File: src/rtl/mix_column_engine.sv
// mix_column_engine: iterative AES MixColumns / InvMixColumns on a 128-bit
// state. A block is accepted in IDLE, transformed COLS_PER_CYCLE columns per
// cycle in place during BUSY, then held in DONE until the consumer takes it.
module mix_column_engine #(
    parameter int COLS_PER_CYCLE = 1
) (
    input  logic         clk,
    input  logic         rst_n,
    input  logic         in_valid,
    output logic         in_ready,
    input  logic         mode,
    input  logic [127:0] data_in,
    output logic         out_valid,
    input  logic         out_ready,
    output logic [127:0] data_out
);

    generate
        if (!(COLS_PER_CYCLE == 1 || COLS_PER_CYCLE == 2 || COLS_PER_CYCLE == 4)) begin : g_bad_cols
            $error("mix_column_engine: COLS_PER_CYCLE must be 1, 2 or 4");
        end
    endgenerate

    // Counter advance per BUSY cycle; for 4 columns per cycle it is 0 mod 4,
    // so the counter stays at 0 and the single BUSY cycle is also the last.
    localparam logic [1:0] COL_STEP = 2'(COLS_PER_CYCLE);
    localparam logic [1:0] LAST_COL = 2'(4 - COLS_PER_CYCLE);

    typedef enum logic [1:0] {
        IDLE = 2'd0,
        BUSY = 2'd1,
        DONE = 2'd2
    } state_t;

    state_t       state_q;
    state_t       state_d;
    logic [1:0]   col_cnt_q;
    logic         mode_q;
    logic [127:0] work_q;
    logic [127:0] work_d;
    logic         accept;
    logic         last_col;

    // Multiply by x in GF(2^8) modulo x^8 + x^4 + x^3 + x + 1.
    function automatic logic [7:0] xtime(input logic [7:0] b);
        return {b[6:0], 1'b0} ^ (b[7] ? 8'h1b : 8'h00);
    endfunction

    // Forward column mix {02,03,01,01}: each output byte is the column XOR
    // folded with the doubled sum of itself and its downward neighbour.
    function automatic logic [31:0] mix_fwd(input logic [31:0] col);
        logic [7:0] a0;
        logic [7:0] a1;
        logic [7:0] a2;
        logic [7:0] a3;
        logic [7:0] t;
        a0 = col[31:24];
        a1 = col[23:16];
        a2 = col[15:8];
        a3 = col[7:0];
        t  = a0 ^ a1 ^ a2 ^ a3;
        return {a0 ^ t ^ xtime(a0 ^ a1),
                a1 ^ t ^ xtime(a1 ^ a2),
                a2 ^ t ^ xtime(a2 ^ a3),
                a3 ^ t ^ xtime(a3 ^ a0)};
    endfunction

    // Inverse mix reuses the forward mixer: {0E,0B,0D,09} factors as
    // {02,03,01,01} x {05,00,04,00}, and the second factor is a cheap
    // pre-pass adding 4*(a0^a2) to rows 0/2 and 4*(a1^a3) to rows 1/3.
    function automatic logic [31:0] mix_col(input logic [31:0] col, input logic inv);
        logic [7:0]  u;
        logic [7:0]  v;
        logic [31:0] pre;
        u   = xtime(xtime(col[31:24] ^ col[15:8]));
        v   = xtime(xtime(col[23:16] ^ col[7:0]));
        pre = inv ? (col ^ {u, v, u, v}) : col;
        return mix_fwd(pre);
    endfunction

    assign accept   = in_valid && (state_q == IDLE);
    assign last_col = (col_cnt_q == LAST_COL);
    assign data_out = work_q;

    // Replace the columns selected by the counter; column k sits at bits
    // [127-32k : 96-32k], so its LSB offset is 96 - 32k.
    always_comb begin
        work_d = work_q;
        for (int j = 0; j < COLS_PER_CYCLE; j++) begin
            work_d[7'd96 - {col_cnt_q + 2'(j), 5'b0} +: 32] =
                mix_col(work_q[7'd96 - {col_cnt_q + 2'(j), 5'b0} +: 32], mode_q);
        end
    end

    // Next-state and handshake outputs; no bypass from DONE straight to BUSY.
    always_comb begin
        state_d   = state_q;
        in_ready  = 1'b0;
        out_valid = 1'b0;
        case (state_q)
            IDLE: begin
                in_ready = 1'b1;
                if (in_valid) begin
                    state_d = BUSY;
                end
            end
            BUSY: begin
                if (last_col) begin
                    state_d = DONE;
                end
            end
            DONE: begin
                out_valid = 1'b1;
                if (out_ready) begin
                    state_d = IDLE;
                end
            end
            default: begin
                state_d = IDLE;
            end
        endcase
    end

    // State register.
    always_ff @(posedge clk or negedge rst_n) begin
        if (!rst_n) begin
            state_q <= IDLE;
        end else begin
            state_q <= state_d;
        end
    end

    // Working register, latched mode and column counter; reset discards any
    // block in flight.
    always_ff @(posedge clk or negedge rst_n) begin
        if (!rst_n) begin
            work_q    <= '0;
            mode_q    <= 1'b0;
            col_cnt_q <= 2'd0;
        end else if (accept) begin
            work_q    <= data_in;
            mode_q    <= mode;
            col_cnt_q <= 2'd0;
        end else if (state_q == BUSY) begin
            work_q    <= work_d;
            col_cnt_q <= col_cnt_q + COL_STEP;
        end
    end

endmodule
File: config.mk
export PLATFORM = sky130hd
export DESIGN_NAME = mix_column_engine
export DESIGN_NICKNAME = d
export VERILOG_FILES = /design/src/rtl/mix_column_engine.sv
export SDC_FILE = /design/constraint.sdc
export NUM_CORES = 1
export LEC_CHECK = 0
export CAP_MARGIN = 10
export CORE_MARGIN = 10
export CORE_UTILIZATION = 41
export DETAILED_ROUTE_END_ITERATION = 12
export GPL_TIMING_DRIVEN = 0
export PLACE_DENSITY = 0.73
export SYNTH_ARGS = -nofsm -noshare
export SYNTH_HDL_FRONTEND = slang
export SYNTH_SLANG_ARGS = --single-unit
File: constraint.sdc
create_clock -name clk -period 6.2 [get_ports clk]
set_clock_uncertainty 0.15 [all_clocks]
set_input_delay 1.24 -clock clk [delete_from_list [all_inputs] [get_ports clk]]
set_output_delay 1.24 -clock clk [all_outputs]
set_load 0.01 [all_outputs]
Figure 1. Cell placement.
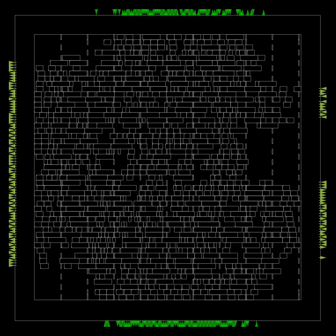
Seq area share: 28.71%
Final Core Density: 59.95%
Site Rows: 51

Figure 2. Cell classes on the final placement.
Fill, decap, tap and diode cells in gray.
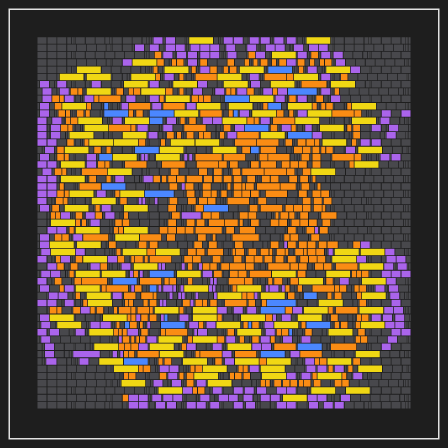
[orange] combinational and other logic | cells: 505 | share of their area: 39%
[blue] clock drivers and dummy loads | cells: 32 | share of their area: 5.4%
[purple] other buffers and delay cells | cells: 313 | share of their area: 26%
[yellow] flops | cells: 133 | share of their area: 30%

Figure 3. Routed metal per tile.
Scale bar: 50 um. The die is cut into 32 by 32 equal tiles; black is low, pale yellow is high, scaled to the fullest tile. Values are wire area over tile area, all layers added.
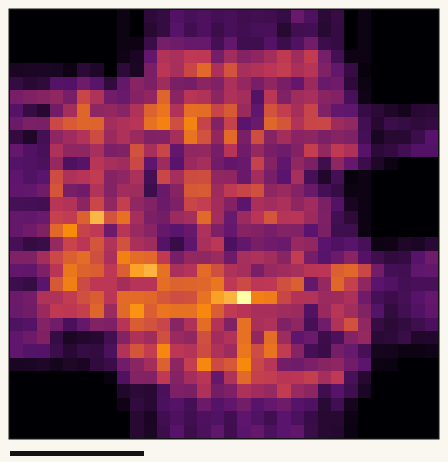
tiles over half the peak: 17%
mean over tiles: 0.22
nearly empty tiles: 17%

==> run notes <==
impl run done, here's what came out: Reg clk slew, reported paths=60 ps, dpl hpwl=between 20000 and 30000 um, worst r2r path cells=12, ys flops=approximately 130, Worst Path Max Fanout=10, EDFF count, synth=0, RSZ-0062 raised after global routing=no, worst slack, placed=1932 ps, drt initial violations=779, Commonest cells post-synth=dfrtp_1, a22oi_1, o21ai_0, Setup Fix Bufs, Post-CTS=0, WP data arrival=4530 ps, fin area=0.01159 sq mm, met3 Resource Use GR=8.560%, run status=completed, core outline area=0.01933 sq mm, dominant cell type by area after synthesis=dfrtp_1, DR vias=about 7400, hold path depth=2, Yosys cell types=37, met1 WL=13140 um, H-tree depth=4, final slew viol count=0, DIE WIDTH=~160 um, Late-Pin Clk Latency=440 ps, largest class=combinational gates, Worst setup EP type=register, n_diodes=1, flop count=133, hold path start=data_out[11], hold buffer count at cts=0, Comb area=0.004419 sq mm, Syn-to-layout area delta=45.02%, buffering overhead=approximately a quarter, Logic family by area=XOR/XNOR gates, CP top delay family=XOR/XNOR gates, CP bufs+invs=4, commonest non-fill, non-tap cells in the layout=clkdlybuf4s50_1, dfrtp_1, a22oi_1, CTS tree=yes, grt total ovfl=0, clkbuf count=24, Sink Count=133, yosys adder share=0.6262%
